**config.mk**
```make
export PLATFORM = sky130hd
export DESIGN_NAME = logic_op_unit
export DESIGN_NICKNAME = d
export VERILOG_FILES = /design/src/rtl/logic_op_unit.sv
export SDC_FILE = /design/constraint.sdc
export NUM_CORES = 1
export LEC_CHECK = 0
export CORE_UTILIZATION = 51
export CTS_CLUSTER_SIZE = 10
export DETAILED_ROUTE_END_ITERATION = 6
export GPL_TIMING_DRIVEN = 0
export PLACE_DENSITY = 0.81
export SYNTH_ARGS = -nofsm -noshare
export SYNTH_HDL_FRONTEND = slang
export SYNTH_SLANG_ARGS = --single-unit
export TNS_END_PERCENT = 10
```
**constraint.sdc**
```tcl
create_clock -name clk -period 2.8 [get_ports clk]
set_input_delay 0.84 -clock clk [delete_from_list [all_inputs] [get_ports clk]]
set_output_delay 0.84 -clock clk [all_outputs]
set_load 0.02 [all_outputs]
```
**src/rtl/logic_op_unit.sv**
```systemverilog
// Bitwise logic unit with pairwise/accumulate modes and a one-entry
// valid/ready output register.
module logic_op_unit #(
  parameter int unsigned WIDTH = 8,
  parameter int unsigned CNT_W = 8
) (
  input  logic             clk,
  input  logic             rst,
  input  logic             in_valid,
  output logic             in_ready,
  input  logic [WIDTH-1:0] a,
  input  logic [WIDTH-1:0] b,
  input  logic [1:0]       op,
  input  logic             mode,
  input  logic             clr,
  output logic             out_valid,
  input  logic             out_ready,
  output logic [WIDTH-1:0] result,
  output logic [CNT_W-1:0] count
);

  typedef enum logic {EMPTY = 1'b0, FULL = 1'b1} state_e;

  state_e           state_q, state_d;
  logic [WIDTH-1:0] result_q, result_d;
  logic [WIDTH-1:0] acc_q, acc_d;
  logic [CNT_W-1:0] count_q, count_d;
  logic             accept;
  logic [WIDTH-1:0] acc_prior;

  function automatic logic [WIDTH-1:0] apply_op(input logic [1:0] o,
                                                input logic [WIDTH-1:0] x,
                                                input logic [WIDTH-1:0] y);
    logic [WIDTH-1:0] r;
    case (o)
      2'b00:   r = x | y;
      2'b01:   r = x & y;
      2'b10:   r = x ^ y;
      default: r = ~(x | y);
    endcase
    return r;
  endfunction

  assign out_valid = (state_q == FULL);
  assign in_ready  = !out_valid || out_ready;
  assign accept    = in_valid && in_ready;
  assign result    = result_q;
  assign count     = count_q;

  // A clear on the accepting edge makes 0 the prior accumulator value.
  assign acc_prior = clr ? '0 : acc_q;

  always_comb begin
    state_d  = state_q;
    result_d = result_q;
    acc_d    = acc_q;
    count_d  = count_q;
    if (accept) begin
      state_d = FULL;
      count_d = count_q + CNT_W'(1);
      if (mode) begin
        acc_d    = apply_op(op, acc_prior, a);
        result_d = acc_d;
      end else begin
        acc_d    = acc_prior;
        result_d = apply_op(op, a, b);
      end
    end else begin
      if (clr) acc_d = '0;
      if (state_q == FULL && out_ready) state_d = EMPTY;
    end
  end

  always_ff @(posedge clk or posedge rst) begin
    if (rst) begin
      state_q  <= EMPTY;
      result_q <= '0;
      acc_q    <= '0;
      count_q  <= '0;
    end else begin
      state_q  <= state_d;
      result_q <= result_d;
      acc_q    <= acc_d;
      count_q  <= count_d;
    end
  end

endmodule

```
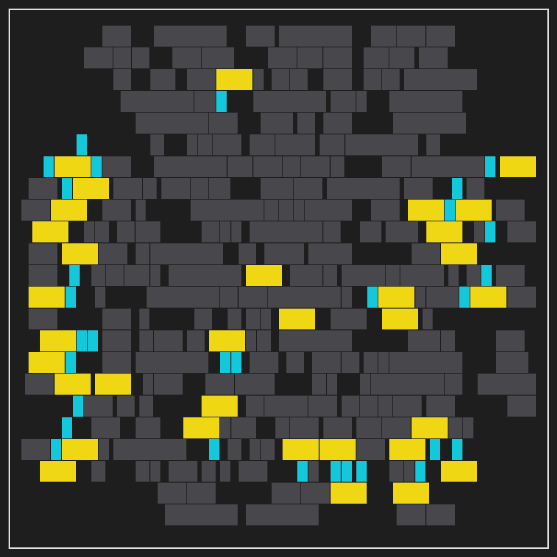
*Gate-type map, run 1*
(8 px per um)
family	colour	cells	most used
inverters	cyan	30	inv_1
adder and majority cells	yellow	33	ha_1
proportion of cell area occupied by multi-input gates: 49.8%
top logic cell by instance count in the layout: sky130_fd_sc_hd__clkdlybuf4s50_1

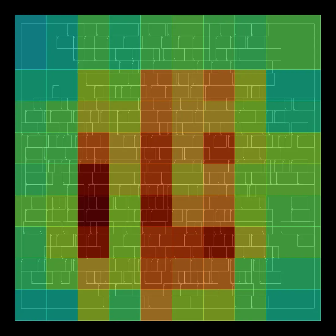
*Congestion heat map, run 1*
busiest layer in global routing: met2
routing usage on met3: 2.20%
core utilization of the finished layout: 66.4%
GRT Resource Usage Total: 22.1%
met1 GRT Util: 28.7%

==> results.txt, run 1 <==
The synthesis and PnR run went through. The run finished with clean final reports. The OpenROAD report gives the critical path a data arrival time of about 1800 ps. The detailed router finished its first iteration with between 50 and 60 violations.

Final setup slack of the worst path landed at about 210 ps. For this run, design rule violations remaining after detail routing come to 0. Synthesis instantiated 36 different standard cells from the library. The synthesized netlist has a Yosys-reported chip area of ~2200 um2. Yosys reported a register bit count of 25.

Number of port buffers landed at 40. Final weighted congestion in routability-driven placement landed at 0.780. Area of the core landed at 4030 um2. Global-route wire length before repair landed at between 7 and 8 mm. Setup violations remaining at the end of the flow were counted as 0. STA classifies the critical path endpoint as an output pin. Largest fanout on the critical path landed at 3. Per the layout report, the design carries 325 filler cells. Detailed placement ended at an HPWL of approximately 3.5 mm. Clock buffer count from CTS landed at 3. Entering global routing, the biggest net connects 26 pins. Max-slew violation count landed at 0. Measured in cells, the most critical reg-to-reg path has a length of 6. Per the OpenROAD floorplan log, the height of the die is 67.2 um. For the worst reg-to-reg path, the startpoint reported by OpenROAD is acc_q[3]$_DFF_PP0_. H-tree level count landed at 1. Switching power of the nets landed at 456 uW. Layout net count landed at 332. Post-route minimum period landed at 2590 ps.

Counting every instance in the synthesized netlist gives approximately 230. sky130_fd_sc_hd__dfrtp_1 takes more of the synthesized area than any other cell. The design draws roughly 1300 uW. The max-slew check reports its worst relative slack as between 30% and 40%. Recorded from the global router log, the overflow total was 0.

The via count of the first global-routing pass was 1641. The cell sequence reported for the critical path is clkdlybuf4s50_1 > nand2b_1 > dlygate4sd2_1. STA classifies the critical path startpoint as an input pin. The share of total power dissipated in the clock network is between 10% and 20%. Maximum single-stage delay on the critical path landed at 450 ps. Total standard cell area after synthesis landed at 2170 um2.
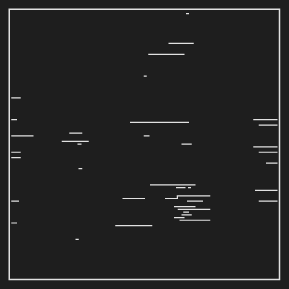
*Met3 routing, run 1*
(4 px per um)
share of all routed wire	3.4%
longest straight run	14.5 um
wire length on this layer	161 um
main direction	horizontal
nets with wire on the layer	30
total via count in the routed design: 1759
Routed Wire Length: 4.70 mm

run 1: registers in the layout, summed over array words and instances, names as in the netlist:
register   count
result         8
count          8
out_valid      1
acc_q          8
run 1: kinds of logic after synthesis:
kind of cell,synth area share (%)
AND/OR/NAND/NOR,11.8
buffers and inverters,9.64
AND-OR/OR-AND,12.4
adder cells (fa/ha/maj),19.1
multiplexers,15.5
flip-flops,28.9
XOR/XNOR,2.83
run 1: layout by cell type, fill, tap and decap left out, types with 3 or more instances in the layout:
| master | synthesis | layout |
|---|---|---|
| sky130_fd_sc_hd__a21oi_1 | 8 | 8 |
| sky130_fd_sc_hd__a221oi_1 | 5 | 5 |
| sky130_fd_sc_hd__buf_2 | 3 | 3 |
| sky130_fd_sc_hd__buf_6 | 3 | 3 |
| sky130_fd_sc_hd__clkbuf_8 | 0 | 3 |
| sky130_fd_sc_hd__clkdlybuf4s50_1 | 0 | 39 |
| sky130_fd_sc_hd__dfrtp_1 | 25 | 25 |
| sky130_fd_sc_hd__ha_1 | 33 | 33 |
| sky130_fd_sc_hd__inv_1 | 30 | 30 |
| sky130_fd_sc_hd__mux2_1 | 3 | 3 |
| sky130_fd_sc_hd__mux2i_1 | 26 | 26 |
| sky130_fd_sc_hd__nand2_1 | 19 | 19 |
| sky130_fd_sc_hd__nand2b_1 | 11 | 11 |
| sky130_fd_sc_hd__nand4_1 | 3 | 3 |
| sky130_fd_sc_hd__nor2_1 | 9 | 9 |
| sky130_fd_sc_hd__o21ai_0 | 15 | 15 |
| sky130_fd_sc_hd__o22ai_1 | 6 | 6 |
| sky130_fd_sc_hd__xnor2_1 | 5 | 5 |
run 1: area by class of cell:
class | count | area [um2] | area share (%)
Multi-Input combinational cell | 163 | 1330 | 49.8
Clock buffer | 3 | 41.3 | 1.54
Inverter | 30 | 113 | 4.21
Clock inverter | 1 | 5.00 | 0.187
Buffer | 12 | 96.3 | 3.60
Sequential cell | 25 | 626 | 23.4
Timing Repair Buffer | 40 | 399 | 14.9
Tap cell | 50 | 62.6 | 2.34
run 1: how the worst max path moves through the flow:
stage	start	endpoint	cells past startpoint
final	out_ready	in_ready	3
after global routing	out_ready	in_ready	3
after floorplan	clr	result[3]$_DFFE_PP0P_	6
after detailed placement	out_ready	in_ready	3
after CTS	out_ready	in_ready	3
after global placement	out_ready	in_ready	3
run 1: timing repair:
action / 4_1_cts / 5_1_grt
buffers inserted: 0 / 0
gates resized: 1 / 0
endpoints found under the hold margin: 0 / 0
endpoints found under the setup margin: 1 / 0
run 1: layer usage:
| layer | vias to the layer above | global-route usage, % | part of all wire (%) |
|---|---|---|---|
| met4 | 0 | 10.1 | 2.4 |
| li1 | 871 | - | - |
| met5 | - | 0 | 0 |
| met2 | 53 | 36.8 | 48 |
| met3 | 15 | 2.20 | 3.4 |
| met1 | 820 | 28.7 | 46 |
run 1: power by group through the flow:
stage               Clock (uW)  Combinational [uW]  Sequential [uW]
floorplan                    0                 236              573
global placement             0                 521              503
detailed placement           0                 536              506
CTS                        223                 538              500
global route               241                 580              509
finish                     221                 536              500
run 1: worst max-delay path: cells and delay by family:
kind          cells  cell delay (ps)
buf+inv           2              790
simple gates      1              130
### Cells by drive strength, run 1

(8 px per um)
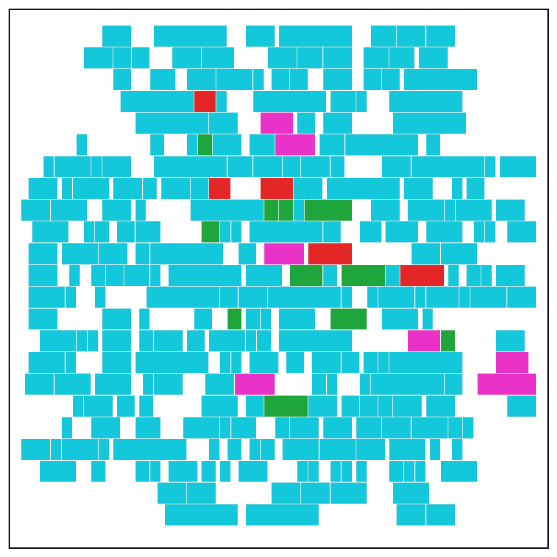

## Run 2: what changed since run 1
--- a/config.mk
+++ b/config.mk
@@ -5,11 +5,14 @@
 export SDC_FILE = /design/constraint.sdc
 export NUM_CORES = 1
 export LEC_CHECK = 0
-export CORE_UTILIZATION = 51
+export CELL_PAD_IN_SITES_DETAIL_PLACEMENT = 0
+export CELL_PAD_IN_SITES_GLOBAL_PLACEMENT = 1
+export CORE_MARGIN = 4
+export CORE_UTILIZATION = 43
 export CTS_CLUSTER_SIZE = 10
 export DETAILED_ROUTE_END_ITERATION = 6
 export GPL_TIMING_DRIVEN = 0
-export PLACE_DENSITY = 0.81
+export PLACE_DENSITY = 0.88
 export SYNTH_ARGS = -nofsm -noshare
 export SYNTH_HDL_FRONTEND = slang
 export SYNTH_SLANG_ARGS = --single-unit
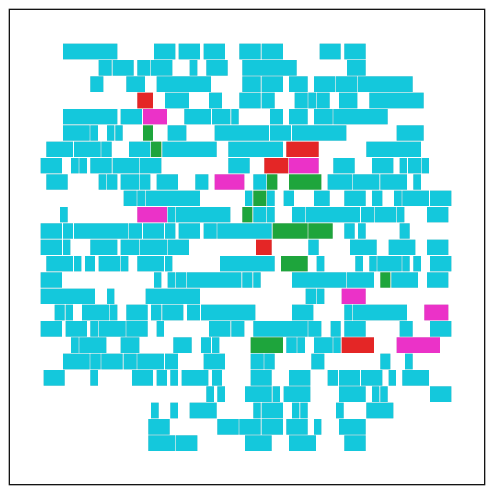
*Cells by drive strength, run 2*
(6 px per um)
size	colour	cells
_3 and _4 cells	red	5
_6 and larger	magenta	7
_2 cells	green	11
_0 and _1 cells	cyan	251
Layout area overhead: 24.4%
area of all placed cells without fillers: 2700 um2

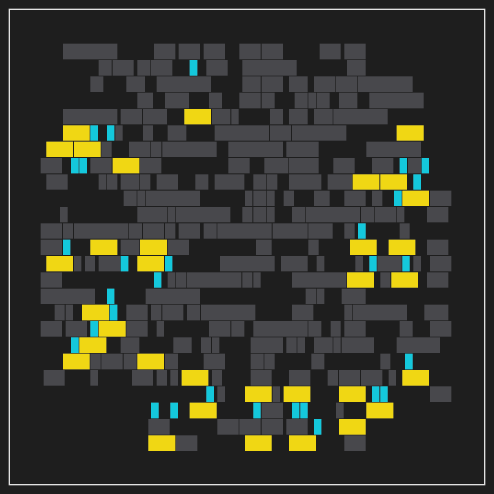
*Gate-type map, run 2*
(6 px per um)
proportion of cell area occupied by multi-input gates: 49.4%
number of standard cells in the final layout excluding fillers: 341

==> results.txt, run 2 <==
The synthesis and PnR run went through. Layout net count landed at 332 (unchanged). Area reported by Yosys stat landed at 2170 um2 (unchanged). Instance tally after logic synthesis landed at 230 (unchanged). Count of cells resized by post-cts repair landed at 1 (unchanged).

The flop and latch count out of synthesis was 25 (unchanged). The highest layer touched by signal routing is met4. The maximum single-stage delay on the critical path was 450 ps (about the same). Met3 wire length landed at 143 um (-11%). The flow ran to the end, and the final reports show no timing, DRC or antenna violations. The detailed router's first-iteration violation count came to 55 (-5.2%). The setup fix buffers added after clock tree synthesis came to 0 (unchanged). Number of antenna violations at the first check in global routing landed at 0.

The launch point of the worst min-delay path is recorded as count[7]$_DFFE_PP0P_. Global routing usage summed across all routing layers landed at 15.5% (-6.5 points). STA classifies the critical path endpoint as an output pin. Per the synthesis report, the dominant area consumer among library cells is sky130_fd_sc_hd__dfrtp_1.

Number of port buffers landed at 40 (unchanged). Number of placed instances with taps included landed at 337. In this run the critical register-to-register path is captured at result[3]$_DFFE_PP0P_. By count the netlist is led by sky130_fd_sc_hd__ha_1 (33), sky130_fd_sc_hd__inv_1 (30), sky130_fd_sc_hd__mux2i_1 (26). The post-route minimum period was 2590 ps (-0.443 ps). Via count of the first global-routing pass landed at 1675 (+2.1%). The headroom to the max-slew limit came to 35.0% (-1.2 points).

The H-tree level count was 1 (unchanged). Share of the synthesized area in the top cell type landed at 28.9%. The clock buffer count from CTS is 3 (unchanged).

Total standard cell area after synthesis landed at 2170 um2 (unchanged). Boundary pin count landed at 42. Per the synth stats, the flop cell with the highest instance count is sky130_fd_sc_hd__dfrtp_1. Clock share of power landed at 17.7% (about the same). The data arrival time of the critical path was 1750 ps (about the same). Area of the core landed at 4820 um2 (+20%). The most common logic cells in the final layout are sky130_fd_sc_hd__clkdlybuf4s50_1 (39), sky130_fd_sc_hd__ha_1 (33), sky130_fd_sc_hd__inv_1 (30). The worst-case reg-to-reg path depth was 6 (unchanged). Counting endpoints that fail hold in the final report gives 0.

The switching power of the nets was 447 uW (-2.1%). The number of endpoints failing setup at the final stage was 0 (unchanged). The detailed placer's ending HPWL was 3.56 mm (+2.5%).

On the critical path the largest part of the delay comes from buffers and inverters. The detailed route wirelength on metal2 came to 2.13 mm (-6.0%). The pin closest to its max-slew limit shows a slew of 974 ps. Largest net degree at the start of global routing landed at 26 (unchanged).

Total global routing overflow landed at 0 (unchanged). The final setup slack of the worst path came to 207 ps (+0.443 ps). The die extent in y came to 79.0 um (+18%). The count of unique library cells instantiated by Yosys came to 36 (unchanged).

The final weighted congestion in routability-driven placement came to 0.794 (+1.8%). In this run the critical path is formed by clkdlybuf4s50_1 > nand2b_1 > dlygate4sd2_1. Via count landed at 1706 (-3.0%). STA classifies the critical path startpoint as an input pin. The top cell type in the final layout, fill and taps aside, is sky130_fd_sc_hd__clkdlybuf4s50_1. Final wirelength landed at 4.65 mm (-1.1%). The final routed DRC violation total is 0 (unchanged). Per the timing report, the most critical flop-to-flop path originates at acc_q[3]$_DFF_PP0_. The max-slew violation count is 0 (unchanged). The global-route wire length before repair was 7.80 mm (+4.8%). The largest fanout on the critical path came to 3 (unchanged).
run 2: worst max path at each step:
stage                     slack [ps]                     to  cells past startpoint      start
after global routing             140               in_ready                      3  out_ready
after detailed placement         -70               in_ready                      3  out_ready
final                            210               in_ready                      3  out_ready
after floorplan                  720  result[3]$_DFFE_PP0P_                      6        clr
after global placement           -70               in_ready                      3  out_ready
after CTS                        190               in_ready                      3  out_ready
run 2: kinds of logic (layout without fill, tap and decap cells):
group	Yosys count	count (layout)	share of synthesized area, %
AOI/OAI and AO/OA	40	40	12.4
xor gates and xnor gates	7	7	2.83
adders and majority gates	33	33	19.1
buffers and inverters	42	86	9.64
DFF	25	25	28.9
muxes	32	32	15.5
and+or+nand+nor	51	51	11.8
run 2: metal layers:
metal / vias to the layer above / GRT usage [%]
met3: 4 / 2.04
li1: 873 / -
met5: - / 0
met1: 803 / 21.0
met2: 26 / 26.8
met4: 0 / 2.75
run 2: power by group through the flow:
stage	clock network [uW]	registers, uW	logic (uW)
floorplan	0	573	236
detailed placement	0	504	537
CTS	227	498	537
finish	221	497	529
global placement	0	505	528
global route	237	511	585
run 2: per-stage QoR:
stage / cell area (um2) / utilization, % / setup TNS, ps / power [uW] / hold WS, ps
finish: 2700 / 56.0 / 0 / 1250 / 470
global route: 2700 / 56.0 / 0 / 1330 / 493
CTS: 2700 / 56.0 / 0 / 1260 / 482
detailed placement: 2650 / 55.0 / -86.2 / 1040 / 467
global placement: 2650 / 55.0 / -68.3 / 1030 / 457
floorplan: 2170 / - / 0 / 809 / 541
run 2: area by class of cell:
| cell class | instances | area [um2] |
|---|---|---|
| multi-input combinational | 163 | 1330 |
| inverter | 30 | 113 |
| clock buffer | 3 | 41.3 |
| buffer | 12 | 96.3 |
| timing repair buffer | 40 | 399 |
| tap | 67 | 83.8 |
| clock inverter | 1 | 5.00 |
| fill | 459 | 2120 |
| sequential | 25 | 626 |
## Run 3: what changed since run 2
--- a/config.mk
+++ b/config.mk
@@ -9,7 +9,6 @@
 export CELL_PAD_IN_SITES_GLOBAL_PLACEMENT = 1
 export CORE_MARGIN = 4
 export CORE_UTILIZATION = 43
-export CTS_CLUSTER_SIZE = 10
 export DETAILED_ROUTE_END_ITERATION = 6
 export GPL_TIMING_DRIVEN = 0
 export PLACE_DENSITY = 0.88
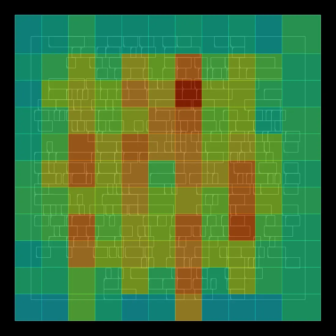
*Congestion heat map, run 3*
met1 GRT Util: 21.0%
GR met2 Demand/Resource: 26.8%
routing usage on met3: 2.04%

==> results.txt, run 3 <==
The synthesis and PnR run went through. Total of max-cap violations landed at 0. Power spread over the standard cell area amounts to 462 nW/um2. Detailed router's first-iteration violation count landed at 55 (unchanged). Global-route wire length before repair landed at 7.80 mm (unchanged).

The count of nets left with antenna violations once routing finished came out at 0. Die extent in y landed at 79.0 um (unchanged). The report puts the hold buffer count at CTS at 0. Total power landed at 1250 uW (unchanged).

The number of hold violations in the final report is 0 (unchanged). The instance area after placement is 2650 um2 (unchanged). Total standard cell area after synthesis landed at 2170 um2 (unchanged).

Per Yosys stat, the portion of area used by sequential elements is 28.9%. Switching part of the total power landed at 35.8%. Final instance count without filler cells landed at 341 (unchanged). Worst-case hold slack landed at 470 ps (unchanged). The cell type that accounts for the most area after synthesis is sky130_fd_sc_hd__dfrtp_1. Headroom to the max-slew limit landed at 35.0% (unchanged). The post-route minimum period is 2590 ps (unchanged). Counting the warning lines in the Yosys log gives 0.

The synthesis-to-finish area growth is 24.4% (unchanged). Sorting the synthesis cell report by count puts at the top sky130_fd_sc_hd__ha_1. The number of port buffers is 40 (unchanged). Share of async-settable or async-resettable flops after synthesis landed at 100%. Starting density of the core landed at 45.0%.

The number of placed instances with taps included was 337 (unchanged). Count of unique library cells instantiated by Yosys landed at 36 (unchanged). The largest fanout on the critical path is 3 (unchanged).

Number of antenna violations at the first check in global routing landed at 0 (unchanged). Final routed DRC violation total landed at 0 (unchanged). The H-tree level count came to 1 (unchanged). The most common logic cell in the final layout is sky130_fd_sc_hd__clkdlybuf4s50_1. Global routing usage summed across all routing layers landed at 15.5% (unchanged). The setup fix buffers added after clock tree synthesis is 0 (unchanged).

Worst-skew pair later-pin latency landed at 270 ps. The area reported by Yosys stat came to 2170 um2 (unchanged). Post-layout instance area landed at 2700 um2 (unchanged).

Sorting the synthesized cells by how often they occur yields sky130_fd_sc_hd__ha_1 (33), sky130_fd_sc_hd__inv_1 (30), sky130_fd_sc_hd__mux2i_1 (26). The worst setup path is launched from an input pin. The fraction of the mapped netlist area in compound gates was 12.4% (unchanged).

For this run, the leading register cell type out of synthesis is sky130_fd_sc_hd__dfrtp_1. Via count of the first global-routing pass landed at 1675 (unchanged). Largest net degree at the start of global routing landed at 26 (unchanged). The final setup slack of the worst path was 207 ps (unchanged). The boundary pin count was 42 (unchanged). The layout net count was 332 (unchanged).

Combinational group share of total power landed at 42.4%. Share of the synthesized area in the top cell type landed at 28.9% (unchanged). The multiplexer share of the synthesized area came to 15.5% (unchanged).

Switching power of the nets landed at 447 uW (unchanged). Simple-gate share of the synthesized area landed at 11.8% (unchanged). The flop and latch count out of synthesis was 25 (unchanged).

The area of the core was 4820 um2 (unchanged). The run finished with clean final reports. Clock buffer count from CTS landed at 3 (unchanged). Transition at the pin with the smallest max-transition slack landed at 974 ps (unchanged). CTS saw 25 sinks. TritonCTS built the clock tree. Clock transition time at the flip-flop clock pins of the worst setup and hold paths landed at 90 ps.

The final weighted congestion in routability-driven placement is 0.794 (unchanged). The max-slew violation count was 0 (unchanged). The detailed placer's ending HPWL was 3.56 mm (unchanged).

Looking at the clock tree report, the root buffer type is sky130_fd_sc_hd__clkbuf_8. The number of endpoints failing setup at the final stage is 0 (unchanged). Ranking logic cells in the layout by count gives the top entries sky130_fd_sc_hd__clkdlybuf4s50_1 (39), sky130_fd_sc_hd__ha_1 (33), sky130_fd_sc_hd__inv_1 (30). The layout filler cell count came to 459 (unchanged). STA classifies the critical path endpoint as an output pin. The number of antenna diodes in the final layout is 0. The instance tally after logic synthesis is 230 (unchanged). Yosys shows that the main logic family after synthesis is adder cells. Data arrival time of the critical path landed at 1750 ps (about the same). Arithmetic-cell share of the synthesized area counting full adders, half adders and majority gates landed at 19.1% (unchanged). Fraction of layout instances using a drive strength above 1 landed at roughly 8.4%. Xor and xnor fraction of the mapped netlist area landed at 2.83% (unchanged). The total global routing overflow was 0 (unchanged). The clock share of power was 17.7% (about the same).
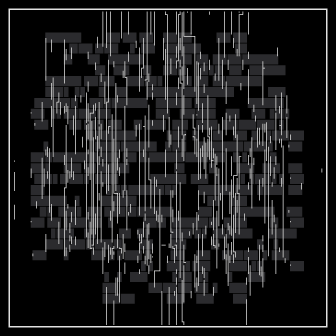
*M2 wires, run 3*
(4 px per um)
wire length on this layer	2130 um
main direction	vertical
nets with wire on the layer	269
longest straight run	32.0 um
share of all routed wire	46%
total via count in the routed design: 1706
Routed Wire Length: 4.65 mm

==> run 3: repair_timing <==
action | in CTS | in global routing
endpoints found under the hold margin | 0 | 0
endpoints found under the setup margin | 1 | 0
resized | 1 | 0
==> run 3: cells by family after synthesis <==
family / count (synthesis)
AOI/OAI and AO/OA: 40
xor gates and xnor gates: 7
adders and majority gates: 33
buffers and inverters: 42
DFF: 25
muxes: 32
and+or+nand+nor: 51
==> run 3: cell type report <==
cell class	instances	area, um2	area share (%)
Tap cell	67	83.8	3.11
Clock inverter	1	5.00	0.186
Timing Repair Buffer	40	399	14.8
Inverter	30	113	4.18
Multi-Input combinational cell	163	1330	49.4
Clock buffer	3	41.3	1.53
Sequential cell	25	626	23.2
Buffer	12	96.3	3.57
==> run 3: worst paths after layout <==
check	startpoint	end	slack (ps)	depth (start not counted)
max in group asynchronous	rst	acc_q[4]$_DFF_PP0_	1120	2
min reg2reg	count[7]$_DFFE_PP0P_	count[7]$_DFFE_PP0P_	470	1
max reg2reg	acc_q[3]$_DFF_PP0_	result[3]$_DFFE_PP0P_	1230	6
max	out_ready	in_ready	210	3
min in group asynchronous	rst	result[3]$_DFFE_PP0P_	1090	2
min	count[7]$_DFFE_PP0P_	count[7]$_DFFE_PP0P_	470	1
==> run 3: layer usage <==
layer  part of all wire [%]  track usage, %
met1                     50            21.0
met2                     46            26.8
met3                    3.1            2.04
met4                    1.0            2.75
met5                      0               0
==> run 3: critical path: stages <==
cell	delay (ps)
sky130_fd_sc_hd__clkdlybuf4s50_1	450
sky130_fd_sc_hd__nand2b_1	120
sky130_fd_sc_hd__dlygate4sd2_1	340
==> run 3: power groups by stage <==
| stage | registers (uW) | clock network [uW] | logic [uW] |
|---|---|---|---|
| floorplan | 573 | 0 | 236 |
| global placement | 505 | 0 | 528 |
| detailed placement | 504 | 0 | 537 |
| CTS | 498 | 227 | 537 |
| global route | 511 | 237 | 585 |
| finish | 497 | 221 | 529 |
==> run 3: stage by stage <==
| stage | utilization (%) | setup TNS [ps] |
|---|---|---|
| after floorplan | - | 0 |
| after global placement | 55.0 | -68.3 |
| after detailed placement | 55.0 | -86.2 |
| after CTS | 56.0 | 0 |
| after global routing | 56.0 | 0 |
| final | 56.0 | 0 |
Power is estimated from default activity; no workload was simulated.
